--- src/rtl/rcc_pclk_div_sel_ctrl.sv ---
// Shadowed writer for the APB/timer clock divider select. A config write is held until the
// divider reports a period boundary, or is forced in (with a sticky error) after a watchdog window.
module rcc_pclk_div_sel_ctrl #(
  parameter int               DIV_W       = 3,
  parameter logic [DIV_W-1:0] RST_DIV_SEL = '0,
  parameter int               TIMEOUT     = 32,
  parameter int               SETTLE_CYC  = 2
) (
  input  logic             i_clk,
  input  logic             rst,
  input  logic             cfg_wr,
  input  logic [DIV_W-1:0] cfg_div_sel,
  input  logic             cfg_timpre,
  input  logic             err_clr,
  input  logic             div_en,
  output logic [DIV_W-1:0] div_sel,
  output logic             timpre,
  output logic             cfg_busy,
  output logic             cfg_done,
  output logic             err
);

  localparam int CFG_W = DIV_W + 1;
  localparam int WD_W  = (TIMEOUT > 1) ? $clog2(TIMEOUT) : 1;
  localparam int ST_W  = $clog2(SETTLE_CYC + 1);

  localparam logic [WD_W-1:0] WD_LAST = WD_W'(TIMEOUT - 1);
  localparam logic [ST_W-1:0] ST_LAST = ST_W'(SETTLE_CYC);

  typedef enum logic [1:0] {
    IDLE,
    WAIT_EDGE,
    SETTLE,
    DONE
  } state_t;

  state_t           state, state_nxt;
  logic [CFG_W-1:0] shadow, shadow_nxt;
  logic [CFG_W-1:0] pend, pend_nxt;
  logic             pend_vld, pend_vld_nxt;
  logic [WD_W-1:0]  wdog, wdog_nxt;
  logic [ST_W-1:0]  settle_cnt, settle_nxt;
  logic [DIV_W-1:0] div_sel_nxt;
  logic             timpre_nxt;
  logic             err_nxt;
  logic [CFG_W-1:0] applied;
  logic [CFG_W-1:0] req;
  logic             req_vld;

  assign applied = {timpre, div_sel};

  // req/req_vld carry the request picked this cycle (IDLE write, or DONE's newest-first choice)
  always_comb begin
    state_nxt    = state;
    shadow_nxt   = shadow;
    pend_nxt     = pend;
    pend_vld_nxt = pend_vld;
    wdog_nxt     = wdog;
    settle_nxt   = settle_cnt;
    div_sel_nxt  = div_sel;
    timpre_nxt   = timpre;
    err_nxt      = err;
    req          = '0;
    req_vld      = 1'b0;

    if (err_clr) begin
      err_nxt = 1'b0;
    end

    case (state)
      IDLE: begin
        if (cfg_wr) begin
          req     = {cfg_timpre, cfg_div_sel};
          req_vld = 1'b1;
        end
      end

      WAIT_EDGE: begin
        if (cfg_wr) begin
          pend_nxt     = {cfg_timpre, cfg_div_sel};
          pend_vld_nxt = 1'b1;
        end
        if (div_en) begin
          {timpre_nxt, div_sel_nxt} = shadow;
          settle_nxt                = '0;
          state_nxt                 = SETTLE;
        end else if (wdog == WD_LAST) begin
          {timpre_nxt, div_sel_nxt} = shadow;
          err_nxt                   = 1'b1;
          settle_nxt                = '0;
          state_nxt                 = SETTLE;
        end else begin
          wdog_nxt = wdog + 1'b1;
        end
      end

      SETTLE: begin
        if (cfg_wr) begin
          pend_nxt     = {cfg_timpre, cfg_div_sel};
          pend_vld_nxt = 1'b1;
        end
        if (settle_cnt == ST_LAST) begin
          state_nxt = DONE;
        end else begin
          settle_nxt = settle_cnt + 1'b1;
        end
      end

      DONE: begin
        if (cfg_wr) begin
          req          = {cfg_timpre, cfg_div_sel};
          req_vld      = 1'b1;
          pend_vld_nxt = 1'b0;
        end else if (pend_vld) begin
          req          = pend;
          req_vld      = 1'b1;
          pend_vld_nxt = 1'b0;
        end else begin
          state_nxt = IDLE;
        end
      end

      default: state_nxt = IDLE;
    endcase

    // A request matching what the divider already runs completes without waiting for a boundary
    if (req_vld) begin
      shadow_nxt = req;
      if (req == applied) begin
        state_nxt = DONE;
      end else begin
        wdog_nxt  = '0;
        state_nxt = WAIT_EDGE;
      end
    end
  end

  always_ff @(posedge i_clk or posedge rst) begin
    if (rst) begin
      state      <= IDLE;
      shadow     <= '0;
      pend       <= '0;
      pend_vld   <= 1'b0;
      wdog       <= '0;
      settle_cnt <= '0;
      div_sel    <= RST_DIV_SEL;
      timpre     <= 1'b0;
      cfg_busy   <= 1'b0;
      cfg_done   <= 1'b0;
      err        <= 1'b0;
    end else begin
      state      <= state_nxt;
      shadow     <= shadow_nxt;
      pend       <= pend_nxt;
      pend_vld   <= pend_vld_nxt;
      wdog       <= wdog_nxt;
      settle_cnt <= settle_nxt;
      div_sel    <= div_sel_nxt;
      timpre     <= timpre_nxt;
      cfg_busy   <= (state_nxt == WAIT_EDGE) || (state_nxt == SETTLE);
      cfg_done   <= (state_nxt == DONE);
      err        <= err_nxt;
    end
  end

endmodule

--- config.mk ---
export PLATFORM = sky130hd
export DESIGN_NAME = rcc_pclk_div_sel_ctrl
export DESIGN_NICKNAME = d
export VERILOG_FILES = /design/src/rtl/rcc_pclk_div_sel_ctrl.sv
export SDC_FILE = /design/constraint.sdc
export NUM_CORES = 1
export LEC_CHECK = 0
export ABC_AREA = 0
export CORE_MARGIN = 2
export CORE_UTILIZATION = 50
export DETAILED_ROUTE_END_ITERATION = 8
export PLACE_DENSITY_LB_ADDON = 0.1
export SYNTH_ARGS = -nofsm -noshare
export SYNTH_HDL_FRONTEND = slang
export SYNTH_SLANG_ARGS = --single-unit
export TNS_END_PERCENT = 50
--- constraint.sdc ---
create_clock -name i_clk -period 2.4 [get_ports i_clk]
set_clock_uncertainty 0.05 [all_clocks]
set_input_delay 0.24 -clock i_clk [delete_from_list [all_inputs] [get_ports i_clk]]
set_output_delay 0.24 -clock i_clk [all_outputs]
set_load 0.005 [all_outputs]
run_1/registers.png
Other sequential cells in the stronger grey, the rest of the logic in the fainter grey.
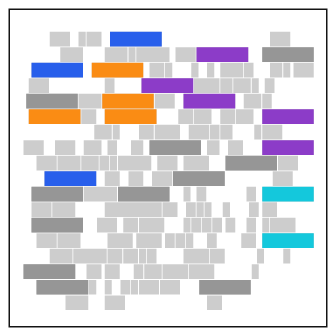
legend:
  orange:
    signal: shadow
    flops: 4
  cyan:
    signal: settle_cnt
    flops: 2
  purple:
    signal: wdog
    flops: 5
  blue:
    signal: div_sel
    flops: 3
not coloured: 11
fraction of area in registers: 38.2%
seq pwr: 726 µW
final cell utilization of the core: 65.5%
area occupied by registers: 626 µm²

run_1/clock_map.png
The bar under the picture is 20 µm long.
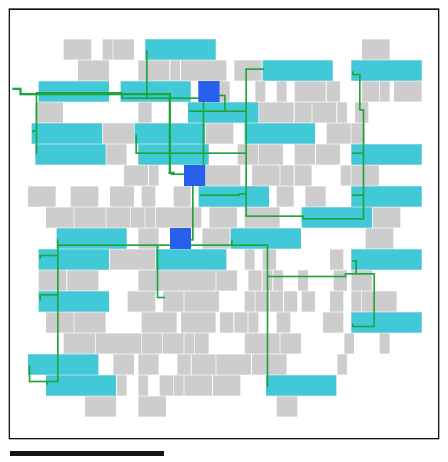
legend:
  cyan:
    item: flip-flops
    count: 25
  green:
    item: clock wires
    length: 296 µm
  blue:
    item: cells driving clock nets
    count: 3
routed clock nets: 4
flops lie: spread over the die
P_clk: 197 µW
clk ins delay skew pair: 0.32 ns

run_1/final_clocks.png
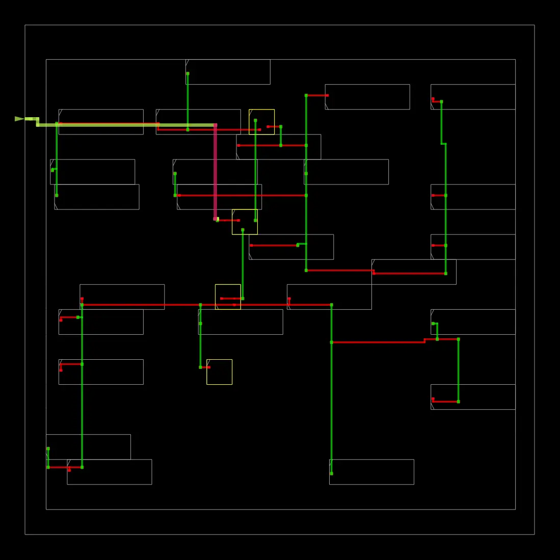
flop count: 25
Inserted Clock Buffers: 3
CTS sink count: 25
clkbuf count: 3

-- run 1: cells by family (layout without fill, tap and decap cells) --
group,count (synthesis),in the layout,synth area share (%)
XOR/XNOR,5,5,3.31
AND-OR/OR-AND,30,30,14.2
flip-flops,25,25,47.3
AND/OR/NAND/NOR,31,31,12.9
adder cells (fa/ha/maj),9,9,8.51
buffers and inverters,9,35,3.12
multiplexers,13,13,10.7
-- run 1: state kept, by name, indices dropped and copies added (netlist names), named ones only --
name,flops
div_sel,3
wdog,5
settle_cnt,2
pend,4
cfg_busy,1
cfg_done,1
err,1
shadow,4
pend_vld,1
timpre,1
state,1
==> reports/results.tsv, run 1 <==
metric	value	unit
status	complete, no violations	
cp-endpoint	cfg_busy	
n_all_buffers	24	
p_switching	758	µW
r2r-end	cfg_busy	
period_minus_slack	2.30	ns
gp_congestion	0.808	
postRouteAntennaNets	0	
fin_cells	178	
grt-ovfl-total	0	
grt_max_degree	26	
cp.arrival	2.47	ns
r2r_cells	8	
logic_gates	88	
finalClockPeriodUsage	96.0	%
wl_per_cell	14.3	µm
firstDrtPassIters	4	
setup_violations	0	
wl_met3	63	µm
drv_slew	0	
fill_cells	199	
yosysWarnings	0	
clk_pin_slew	0.15	ns
postCtsSetupBuffers	2	
ios	16	
final_hold_viol_count	0	
core_area	2500	µm²
fmax	434	MHz
holdBufCountCts	0	
ctsResizeCount	0	
n_all_inverters	7	
hold_class	input pin to asynchronous set/reset pin	
topCellsByArea	dfrtp_1 (47%), ha_1 (8.5%), mux2_2 (7.7%)	
worst_pin_slew	0.374	ns
use_met3	2.11	%
setup_tns	0	ns
holdWs	0.196	ns
post-place-ws	-0.00261	ns
die_width	55.4	µm
wirelength	2.54	mm
cp_slowest_cell	dfrtp_1	
p_seq_share	38.0	%
power.density	1170	nW/µm²
cts_tree	built	
crit_fanout	4	
netlist_area	1320	µm²
syn_nets	140	
grt_pass1_vias	966	
seq_area_frac_synth	47.3	%
power_frac_comb	51.7	%
largest_area_cell	dfrtp_1	
p_leak	0.748	nW
cts_buffer_depth	2	
clkPwrFrac	10.3	%
grt.busiest_layer	met2	
antenna_found_initial	0	
well_tap_count	30	
area_growth	23.7	%
initialDrtViolationCount	13	
slew_headroom	75.0	%
critical_path_class	register to register	
wl_met2	1.24	mm
cts_htree_levels	1	
drc	0	
p_comb	988	µW
regToRegSetupSlack	0.1	ns
path_cells	inv_1 > ha_1 > and4bb_2 > a32oi_2 > xor2_1 > nand4_1 > mux2i_1 > ha_1	
place_area	1550	µm²
cpMostUsedCell	ha_1	
final-clk-cell-share	1.83	%
yosys.area.top_type_share	47.3	%
yosysUniqueCellTypes	32	
dp_hpwl	1.91	mm
met1_usage	22.0	%
lay_top_count	dfrtp_1	
grt_pass1_wl	4.17	mm
worst_ir_drop_vdd	717	µV
met1_length	1.19	mm
syn_inst	122	
warnings	31	
comb-cell-share	42.7	%
io_buffers	15	
synth_chip_area	1320	µm²
synth-edff-count	0	
worstPathRequired	2.57	ns
die_y	55.4	µm
viasPerCell	5.52	
die_area	3070	µm²
use_met2	28.6	%
crit_path_end_kind	register	
ys_async_sr_fraction	100	%
cpPeakStageDelay	0.43	ns
buf_share	13.3	%
synth.avg_cell_area	10.8	µm²
grt.total_usage	16.9	%
ys_cells	122	
combGateArea	699	µm²
cts_root_buffer	clkbuf_4	
flop_cell	dfrtp_1	
std_cell_rows	18	
worst-path-stages	8	
final_layout_top_logic_cells	dfrtp_1 (25), clkdlybuf4s50_1 (15), o21ai_0 (11), nand2_1 (10)	
cpLargestDelayFamily	adder cells	
top_cells_by_count	dfrtp_1 (25), o21ai_0 (11), nand2_1 (10)	
antennaDiodeCount	0	
yosysMostFrequentCell	dfrtp_1	
drv_cap	0	
top_power_group	combinational cells	
num_vias	983	
fin_ws	0.0967	ns
internal_power	1.15	mW
top_layer	met4	
final_nets	167	
==> run 1 -> run 2 <==
--- a/config.mk
+++ b/config.mk
@@ -7,7 +7,7 @@
 export LEC_CHECK = 0
 export ABC_AREA = 0
 export CORE_MARGIN = 2
-export CORE_UTILIZATION = 50
+export CORE_UTILIZATION = 54
 export DETAILED_ROUTE_END_ITERATION = 8
 export PLACE_DENSITY_LB_ADDON = 0.1
 export SYNTH_ARGS = -nofsm -noshare
run_2/metal_stack.png
The bar under the picture is 20 µm long.
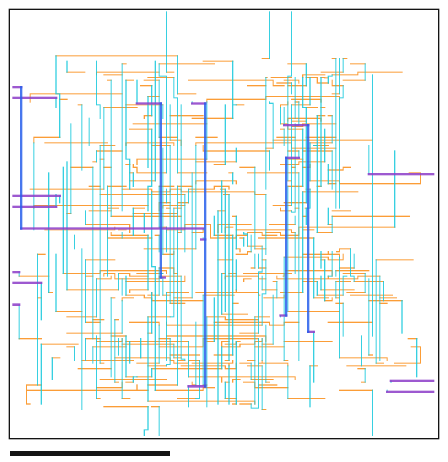
legend:
  purple:
    layer: met3
    wire_length: 77.0 µm
  blue:
    layer: met4
    wire_length: 120 µm
  orange:
    layer: met1
    wire_length: 1180 µm
  cyan:
    layer: met2
    wire_length: 1440 µm
final wirelength: 2.82 mm
vias: 1011

run_2/registers.png
Other sequential cells in the stronger grey, the rest of the logic in the fainter grey.
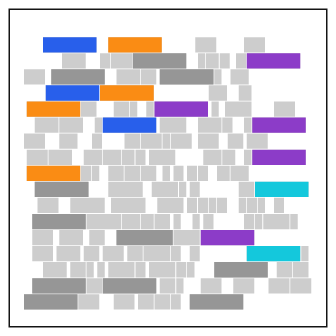
legend:
  cyan:
    signal: settle_cnt
    flops: 2
  purple:
    signal: wdog
    flops: 5
  orange:
    signal: shadow
    flops: 4
  blue:
    signal: div_sel
    flops: 3
area occupied by registers: 627 µm²
final cell utilization of the core: 72.1%
fraction of area in registers: 38.5%
seq pwr: 737 µW

==> run 2 against run 1 <==
Synthesized area did not move; largest power group unchanged; die area fell by 6.9%; cell count did not move; largest cell class unchanged.
==> reports/results.tsv, run 2 <==
metric	value	unit
worstPathRequired	2.60	ns
warnings	31	
antennaDiodeCount	0	
drv_slew	0	
fin_ws	0.0294	ns
largest_reg_flops	5	
ys_sh_xor	3.31	%
clk_pin_slew	0.14	ns
ios	16	
ys_sh_simple	12.9	%
grt.total_usage	22.0	%
crit_fanout	5	
largest_area_cell	dfrtp_1	
slew_headroom	74.1	%
synth.avg_cell_area	10.8	µm²
cts_tree	built	
place_area	1540	µm²
hold_class	input pin to asynchronous set/reset pin	
syn_nets	140	
status	complete, no violations	
p_comb	1.00	mW
wl_per_cell	15.8	µm
ys_cells	122	
viasPerCell	5.68	
setup_violations	0	
io_buffers	15	
cts_buffer_depth	2	
cts_root_buffer	clkbuf_4	
holdBufCountCts	0	
drc	0	
antenna_found_initial	0	
p_leak	0.761	nW
met1_usage	26.9	%
final_nets	169	
grt-ovfl-total	0	
crit_path_end_kind	register	
final_hold_viol_count	0	
die_y	53.5	µm
ys_async_sr_fraction	100	%
netlist_area	1320	µm²
final_layout_top_logic_cells	dfrtp_1 (24), clkdlybuf4s50_1 (15), o21ai_0 (11), buf_4 (11), nand2_1 (10)	
std_cell_rows	17	
die_area	2860	µm²
wl_met2	1.44	mm
syn_inst	122	
synth_chip_area	1320	µm²
postCtsSetupBuffers	0	
largestRegisters	wdog: 5 flops, pend: 4 flops, shadow: 4 flops	
critical_path_class	register to register	
top_cells_by_count	dfrtp_1 (25), o21ai_0 (11), nand2_1 (10)	
regMostFlops	wdog	
post-place-ws	0.0385	ns
use_met2	35.8	%
grt_max_degree	26	
seq_area_frac_synth	47.3	%
grt_pass1_vias	989	
grt.busiest_layer	met2	
cpPeakStageDelay	0.43	ns
r2r-end	wdog[2]	
yosysWarnings	0	
yosysMostFrequentCell	dfrtp_1	
adder_share	8.51	%
postRouteAntennaNets	0	
flop_cell	dfrtp_1	
met1_length	1.18	mm
drv_cap	0	
initialDrtViolationCount	17	
fmax	422	MHz
cp.arrival	2.57	ns
path_cells	inv_1 > ha_1 > or2_2 > a32oi_2 > xor2_1 > buf_4 > a41oi_2 > nor3_2	
r2r_cells	8	
area_growth	23.0	%
use_met3	3.11	%
aoi_share	14.2	%
synthTopLogicFamily	AND-OR/OR-AND gates	
worst_ir_drop_vdd	919	µV
run_2/clock_map.png
The bar under the picture is 20 µm long.
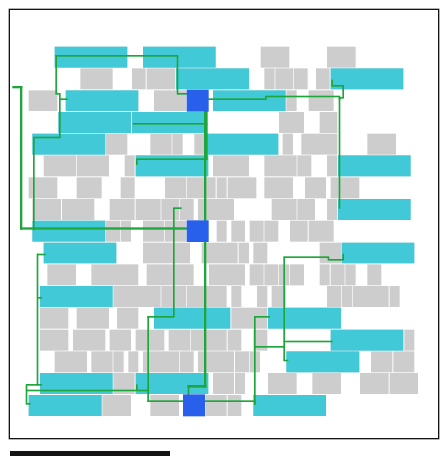
legend:
  green:
    item: clock wires
    length: 320 µm
  cyan:
    item: flip-flops
    count: 25
  blue:
    item: cells driving clock nets
    count: 3
routed clock nets: 4
Clock Power Share: 10.0%
clk ins delay skew pair: 0.33 ns

-- run 2: cell counts after synthesis --
Identical to the previous run, type by type.
-- run 2: final cells by class --
class / count / share of cell area [%]
Clock buffer: 3 / 1.38
Clock inverter: 1 / 0.308
Inverter: 7 / 1.62
Multi-Input combinational cell: 88 / 41.7
Sequential cell: 25 / 38.5
Tap cell: 28 / 2.15
Timing Repair Buffer: 26 / 14.3
-- run 2: worst min-delay path by stage --
stage	end	cells after the start	startpoint	slack (ns)
CTS	settle_cnt[1]	3	rst	0.21
floorplan	asynchronous set/reset pin	1	rst	0.22
global placement	shadow[3]	1	shadow[3]	0.41
finish	cfg_done	3	rst	0.19
detailed placement	shadow[3]	1	shadow[3]	0.42
global route	settle_cnt[1]	3	rst	0.25
==> run 2 -> run 3 <==
--- a/config.mk
+++ b/config.mk
@@ -8,6 +8,7 @@
 export ABC_AREA = 0
 export CORE_MARGIN = 2
 export CORE_UTILIZATION = 54
+export CTS_CLUSTER_SIZE = 10
 export DETAILED_ROUTE_END_ITERATION = 8
 export PLACE_DENSITY_LB_ADDON = 0.1
 export SYNTH_ARGS = -nofsm -noshare
==> constraint.sdc (replaced) <==
create_clock -name i_clk -period 2.2 [get_ports i_clk]
set_clock_uncertainty 0.05 [all_clocks]
set_input_delay 0.22 -clock i_clk [delete_from_list [all_inputs] [get_ports i_clk]]
set_output_delay 0.22 -clock i_clk [all_outputs]
set_load 0.005 [all_outputs]
run_3/final_clocks.png
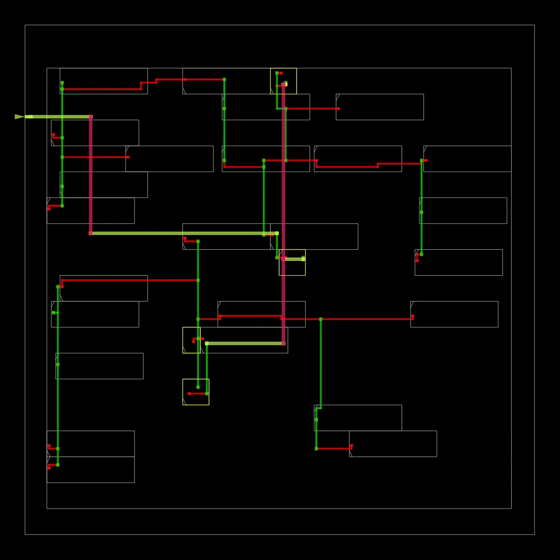
clk ins delay skew pair: 0.32 ns
P_clk: 206 µW

run_3/pins.png
Pins as bars across the die edge, other pins in grey.
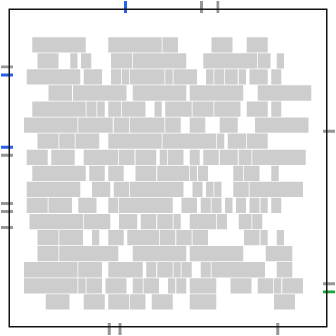
legend:
  green:
    port: cfg_done
    pins: 1
    direction: output
    edge: right
  blue:
    port: div_sel
    pins: 3
    direction: output
    edge: 2 left, 1 top
all pins by edge: 7 left, 3 bottom, 3 right, 3 top
Port-buffer cells: 15
Die Wd: 53.5 µm
chip height: 53.5 µm

==> run 3 against run 2 <==
Sequential cell count unchanged; via count increased by 1.2%; cell area increased by 6.5%; first-iteration DRC count decreased by 24%; critical path type unchanged; critical path depth unchanged; register-to-register slack about the same; die area unchanged; combinational power increased by 29%; cell count increased by 4.5%.
==> reports/results.tsv, run 3 <==
metric	value	unit
drc	0	
cts_buffer_depth	2	
ios	16	
critical_path_class	register to register	
worst-path-stages	8	
std_cell_rows	17	
worst_pin_slew	0.371	ns
aoi_share	14.2	%
num_vias	1023	
cp-endpoint	cfg_busy	
wl_met2	1.49	mm
yosysWarnings	0	
setup_violations	0	
met1_length	1.19	mm
yosys.area.top_type_share	47.3	%
cp_slowest_cell	dfrtp_1	
internal_power	1.40	mW
fp_util	58.7	%
worstPathRequired	2.38	ns
fin_cells	186	
p_comb	1.29	mW
final_hold_viol_count	0	
flop_cell	dfrtp_1	
firstDrtPassIters	4	
topCellsByArea	dfrtp_1 (47%), ha_1 (8.5%), mux2_2 (7.7%)	
ctsResizeCount	7	
regMostFlops	wdog	
ys_async_sr_fraction	100	%
warnings	33	
crit_fanout	4	
period_minus_slack	2.17	ns
regArea	626	µm²
cts_buffers	3	
slew_headroom	75.2	%
holdBufCountCts	0	
core_area	2250	µm²
gp_congestion	0.870	
r2r_cells	8	
grt_max_degree	26	
antennaDiodeCount	0	
wirelength	2.83	mm
wl_per_cell	15.2	µm
status	complete, no violations	
cts_sinks	25	
grt.busiest_layer	met2	
path_cells	inv_2 > ha_4 > and2b_4 > a32oi_2 > xor2_1 > nand4_1 > mux2i_1 > ha_1	
fmax	461	MHz
postRouteAntennaNets	0	
finalClockPeriodUsage	98.6	%
grt-ovfl-total	0	
cpLargestDelayFamily	adder cells	
ys_cells	122	
hold_class	input pin to asynchronous set/reset pin	
regToRegSetupSlack	0.03	ns
postCtsSetupBuffers	2	
combGateArea	726	µm²
final_layout_top_logic_cells	dfrtp_1 (25), buf_4 (19), clkdlybuf4s50_1 (15), o21ai_0 (11), nand2_1 (10)	
wl_met3	81	µm
yosysMostFrequentCell	dfrtp_1	
seq_area_frac_synth	47.3	%
crit_path_end_kind	register	
power.density	1320	nW/µm²
ys_sh_xor	3.31	%
fill_cells	164	
cts_root_buffer	clkbuf_4	
grt_pass1_wl	4.73	mm
largestRegisters	wdog: 5 flops, pend: 4 flops, shadow: 4 flops	
synth.avg_cell_area	10.8	µm²
antenna_found_initial	0	
setup_tns	0	ns
drv_cap	0	
adder_share	8.51	%
synth_chip_area	1320	µm²
synthTopLogicFamily	AND-OR/OR-AND gates	
synth-edff-count	0	
die_area	2860	µm²
cp.arrival	2.34	ns
dp_hpwl	2.05	mm
powerSeq	796	µW
viasPerCell	5.50	
syn_inst	122	
area_growth	31.0	%
largest_reg_flops	5	
cts_htree_levels	1	
syn_nets	140	
lay_top_count	dfrtp_1	
grt.total_usage	23.6	%
p_switching	888	µW
cts_tree	built	
drv_slew	0	
yosysUniqueCellTypes	32	
worst_ir_drop_vdd	951	µV
met1_usage	27.1	%
run_3/clock_map.png
The bar under the picture is 20 µm long.
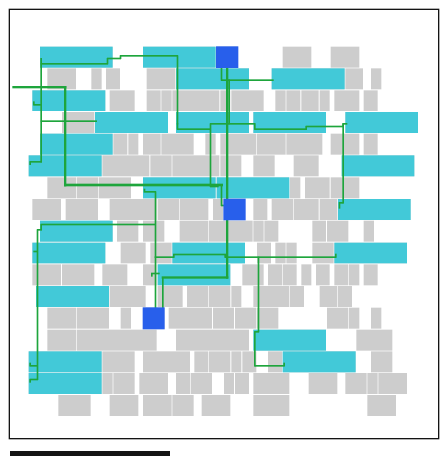
legend:
  green:
    item: clock wires
    length: 293 µm
  cyan:
    item: flip-flops
    count: 25
  blue:
    item: cells driving clock nets
    count: 3
flops lie: spread over the die
Clock Power Share: 9.0%

[run 3: through the flow]
stage / cell area (µm²) / hold WS, ns / total power, mW / worst slack, ns / utilization, %
after global routing: 1730 / 0.219 / 2.49 / -0.118 / 76.9
after global placement: 1620 / 0.409 / 1.87 / -0.0349 / 71.9
after floorplan: 1320 / 0.197 / 1.45 / 0.0211 / -
after detailed placement: 1620 / 0.417 / 1.94 / -0.157 / 71.9
after CTS: 1690 / 0.184 / 2.23 / -0.0423 / 75.1
final: 1730 / 0.179 / 2.29 / 0.0310 / 76.9
[run 3: final cells by class]
type / count / share of cell area, %
inverter: 7 / 1.52
sequential: 25 / 36.1
timing repair buffer: 34 / 16.9
clock buffer: 3 / 1.30
tap: 28 / 2.02
multi-input combinational: 88 / 41.9
clock inverter: 1 / 0.289
No activity file was given, so power comes from the tool's default toggle rates.
